==> config.mk <==
export PLATFORM = sky130hd
export DESIGN_NAME = centroid_scan_ctrl
export DESIGN_NICKNAME = d
export VERILOG_FILES = /design/src/rtl/centroid_ctrl_pkg.sv /design/src/rtl/fb_port_arb.sv /design/src/rtl/centroid_scan_ctrl.sv
export SDC_FILE = /design/constraint.sdc
export NUM_CORES = 1
export LEC_CHECK = 0
export CORE_UTILIZATION = 45
export CTS_BUF_LIST = sky130_fd_sc_hd__clkbuf_16
export DETAILED_ROUTE_END_ITERATION = 7
export HOLD_SLACK_MARGIN = 0.1
export PLACE_DENSITY = 0.81
export SYNTH_ARGS = -nofsm -noshare
export SYNTH_HDL_FRONTEND = slang
export SYNTH_SLANG_ARGS = --single-unit
==> constraint.sdc <==
create_clock -name clk -period 4.27 [get_ports clk]
set_input_delay 0.6405 -clock clk [delete_from_list [all_inputs] [get_ports clk]]
set_output_delay 0.6405 -clock clk [all_outputs]
set_load 0.03 [all_outputs]
==> src/rtl/centroid_ctrl_pkg.sv <==
// Shared types and width helpers for the centroid scan controller and its
// frame-buffer port arbiter.
package centroid_ctrl_pkg;

   localparam int IMG_W_DEF = 640;
   localparam int IMG_H_DEF = 480;

   typedef enum logic [2:0] {
      IDLE,
      CLEAR,
      SCAN,
      DRAIN,
      WAIT_RES,
      ABORT
   } state_e;

   // Owner of the read whose data comes back on the next cycle.
   typedef enum logic {
      TAG_DISP = 1'b0,
      TAG_SCAN = 1'b1
   } rtag_e;

   function automatic int x_w(input int img_w);
      return $clog2(img_w);
   endfunction

   function automatic int pix_w(input int img_w, input int img_h);
      return $clog2(img_w * img_h);
   endfunction

endpackage

==> src/rtl/fb_port_arb.sv <==
// Frame-buffer read port arbiter: display has strict priority, scan fills idle
// cycles; a registered tag steers the 1-cycle-latency read data back.
module fb_port_arb
   import centroid_ctrl_pkg::*;
#(
   parameter int PIX_W = pix_w(IMG_W_DEF, IMG_H_DEF)
) (
   input  logic             clk,
   input  logic             rst,
   input  logic             disp_req,
   input  logic [PIX_W-1:0] disp_addr,
   input  logic             scan_req,
   input  logic [PIX_W-1:0] scan_addr,
   input  logic [3:0]       mem_rdata,
   output logic             scan_gnt,
   output logic             mem_rd,
   output logic [PIX_W-1:0] mem_addr,
   output logic             disp_rvalid,
   output logic             dp_in_ready,
   output logic [3:0]       dp_pixel
);

   logic  rvld_q;
   rtag_e tag_q;

   assign scan_gnt = scan_req & ~disp_req;
   assign mem_rd   = disp_req | scan_gnt;
   assign mem_addr = disp_req ? disp_addr : scan_addr;

   always_ff @(posedge clk) begin
      if (rst) begin
         rvld_q <= 1'b0;
         tag_q  <= TAG_DISP;
      end else begin
         rvld_q <= mem_rd;
         tag_q  <= disp_req ? TAG_DISP : TAG_SCAN;
      end
   end

   assign disp_rvalid = rvld_q && (tag_q == TAG_DISP);
   assign dp_in_ready = rvld_q && (tag_q == TAG_SCAN);
   assign dp_pixel    = mem_rdata;

endmodule

==> src/rtl/centroid_scan_ctrl.sv <==
// Sequences one centroid measurement: reset datapath, stream a frame through
// the shared read port, then capture the result or flag a timeout.
//
// state    | meaning
// IDLE     | waiting for start
// CLEAR    | dp_rst pulse, scan address cleared
// SCAN     | issue reads in cycles the display leaves free
// DRAIN    | final scan read returning
// WAIT_RES | wait for line_valid rising edge or timeout
// ABORT    | let an in-flight read land, then dp_rst pulse
module centroid_scan_ctrl
   import centroid_ctrl_pkg::*;
#(
   parameter  int IMG_W   = IMG_W_DEF,
   parameter  int IMG_H   = IMG_H_DEF,
   parameter  int TIMEOUT = 16,
   localparam int X_W     = x_w(IMG_W),
   localparam int PIX_W   = pix_w(IMG_W, IMG_H)
) (
   input  logic             clk,
   input  logic             rst,
   input  logic             start,
   input  logic             abort,
   input  logic             disp_req,
   input  logic [PIX_W-1:0] disp_addr,
   output logic             disp_rvalid,
   output logic             mem_rd,
   output logic [PIX_W-1:0] mem_addr,
   input  logic [3:0]       mem_rdata,
   output logic             dp_rst,
   output logic             dp_in_ready,
   output logic [3:0]       dp_pixel,
   input  logic [X_W-1:0]   dp_centroid_x,
   input  logic             dp_line_valid,
   input  logic             dp_line_lost,
   output logic             busy,
   output logic             result_valid,
   output logic [X_W-1:0]   result_x,
   output logic             result_lost,
   output logic             timeout_err
);

   localparam int N_PIX = IMG_W * IMG_H;
   localparam int TMR_W = $clog2(TIMEOUT + 1);

   state_e             state_q, state_d;
   logic [PIX_W-1:0]   scan_addr_q, scan_addr_d;
   logic [TMR_W-1:0]   tmr_q, tmr_d;
   logic               abt_wait_q, abt_wait_d;
   logic               lv_q;
   logic               res_vld_q, res_vld_d;
   logic [X_W-1:0]     res_x_q, res_x_d;
   logic               res_lost_q, res_lost_d;
   logic               tmo_q, tmo_d;
   logic               dp_rst_fsm;
   logic               scan_gnt;
   logic               lv_rise;

   fb_port_arb #(.PIX_W(PIX_W)) u_arb (
      .clk         (clk),
      .rst         (rst),
      .disp_req    (disp_req),
      .disp_addr   (disp_addr),
      .scan_req    (state_q == SCAN),
      .scan_addr   (scan_addr_q),
      .mem_rdata   (mem_rdata),
      .scan_gnt    (scan_gnt),
      .mem_rd      (mem_rd),
      .mem_addr    (mem_addr),
      .disp_rvalid (disp_rvalid),
      .dp_in_ready (dp_in_ready),
      .dp_pixel    (dp_pixel)
   );

   // The datapath holds line_valid until its next pixel, so only a rise counts.
   assign lv_rise = dp_line_valid & ~lv_q;

   always_ff @(posedge clk) begin
      if (rst) begin
         state_q     <= IDLE;
         scan_addr_q <= '0;
         tmr_q       <= '0;
         abt_wait_q  <= 1'b0;
         lv_q        <= 1'b0;
         res_vld_q   <= 1'b0;
         res_x_q     <= X_W'(IMG_W / 2);
         res_lost_q  <= 1'b0;
         tmo_q       <= 1'b0;
      end else begin
         state_q     <= state_d;
         scan_addr_q <= scan_addr_d;
         tmr_q       <= tmr_d;
         abt_wait_q  <= abt_wait_d;
         lv_q        <= dp_line_valid;
         res_vld_q   <= res_vld_d;
         res_x_q     <= res_x_d;
         res_lost_q  <= res_lost_d;
         tmo_q       <= tmo_d;
      end
   end

   always_comb begin
      state_d     = state_q;
      scan_addr_d = scan_addr_q;
      tmr_d       = tmr_q;
      abt_wait_d  = abt_wait_q;
      res_vld_d   = 1'b0;
      res_x_d     = res_x_q;
      res_lost_d  = res_lost_q;
      tmo_d       = tmo_q;
      dp_rst_fsm  = 1'b0;
      case (state_q)
         IDLE: begin
            if (start && !abort) begin
               state_d = CLEAR;
               tmo_d   = 1'b0;
            end
         end
         CLEAR: begin
            dp_rst_fsm  = 1'b1;
            scan_addr_d = '0;
            abt_wait_d  = 1'b0;
            state_d     = abort ? ABORT : SCAN;
         end
         SCAN: begin
            // Timeout window opens at DRAIN, the cycle of the last pixel.
            tmr_d = TMR_W'(TIMEOUT - 1);
            if (scan_gnt) scan_addr_d = scan_addr_q + PIX_W'(1);
            if (abort) begin
               state_d    = ABORT;
               abt_wait_d = scan_gnt;
            end else if (scan_gnt && scan_addr_q == PIX_W'(N_PIX - 1)) begin
               state_d = DRAIN;
            end
         end
         DRAIN: begin
            tmr_d      = tmr_q - TMR_W'(1);
            abt_wait_d = 1'b0;
            state_d    = abort ? ABORT : WAIT_RES;
         end
         WAIT_RES: begin
            tmr_d      = tmr_q - TMR_W'(1);
            abt_wait_d = 1'b0;
            if (abort) begin
               state_d = ABORT;
            end else if (lv_rise) begin
               res_vld_d  = 1'b1;
               res_x_d    = dp_centroid_x;
               res_lost_d = dp_line_lost;
               state_d    = IDLE;
            end else if (tmr_q == '0) begin
               tmo_d   = 1'b1;
               state_d = IDLE;
            end
         end
         ABORT: begin
            if (abt_wait_q) begin
               abt_wait_d = 1'b0;
            end else begin
               dp_rst_fsm = 1'b1;
               state_d    = IDLE;
            end
         end
         default: state_d = IDLE;
      endcase
   end

   assign dp_rst       = rst | dp_rst_fsm;
   assign busy         = (state_q != IDLE);
   assign result_valid = res_vld_q;
   assign result_x     = res_x_q;
   assign result_lost  = res_lost_q;
   assign timeout_err  = tmo_q;

endmodule

Figure 1. Met1 routing.
The bar under the picture is 20 um long. Supply wires on this layer in gray.
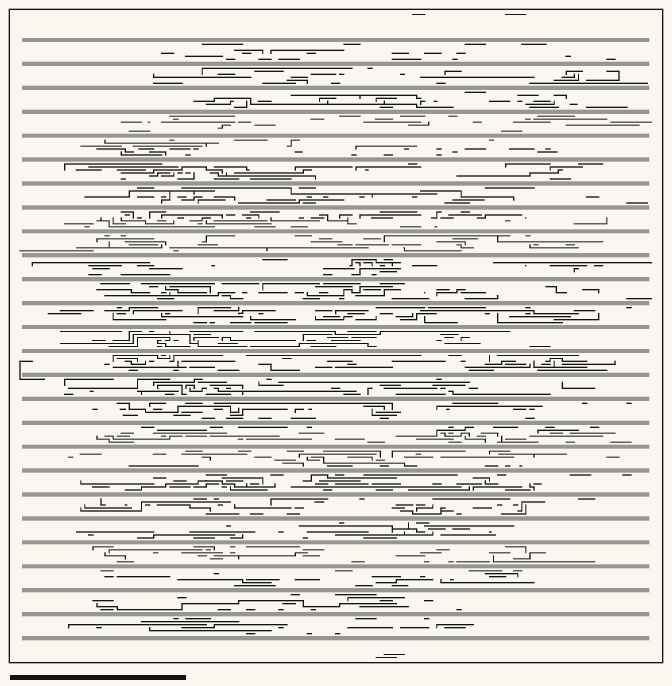
wire length on this layer: 2600 um
main direction: horizontal
nets with wire on the layer: 336
share of all routed wire: 46%
Total Routed Length: 5.68 mm
DR vias: 2201
met1 Use GR: 0.283

Figure 2. The metal 2 layer.
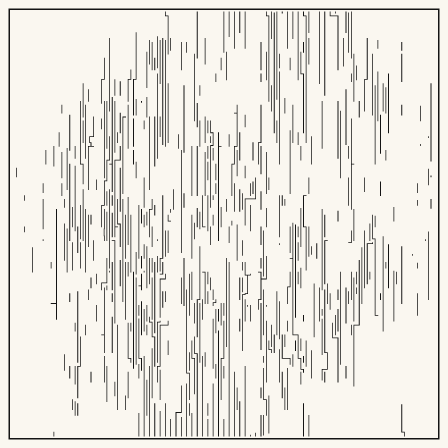
nets with wire on the layer: 314
share of all routed wire: 48%
global routing usage on met2: 0.357

==> results.sh <==
# implementation run metrics
export IMPL_core_um2=4850
export IMPL_via_per_inst=5.48
export IMPL_worst_path_buf_inv=3
export IMPL_comb_share=0.413
export IMPL_fin_skew_ns=0.00376
export IMPL_min_period_ns=3.36
export IMPL_ctsHtreeMaxLevel=2
export IMPL_initial_core_util=0.483
export IMPL_clock_fmax_mhz=297
export IMPL_largest_register="scan_addr_q"
export IMPL_ant_nets=0
export IMPL_synth_async_reset_ratio=0
export IMPL_p_comb_frac=0.301
export IMPL_stdcell_count=402
export IMPL_setup_slack_ns=0.908
export IMPL_finalPower_w=0.00126
export IMPL_fillers=405
export IMPL_ys_sh_adder=0.0160
export IMPL_fin_crit_sh=0.787
export IMPL_comb_multi_input_count=201
export IMPL_drive_gt1_frac=0.0866
export IMPL_firstDrtPassIters=4
export IMPL_p_seq_w=0.000514
export IMPL_grt_pass1_vias=2019
export IMPL_grt_pass1_wl_mm=9.29
export IMPL_endpoint_kind="output pin"
export IMPL_synth_cell_types=51
export IMPL_status="finished, final reports clean"
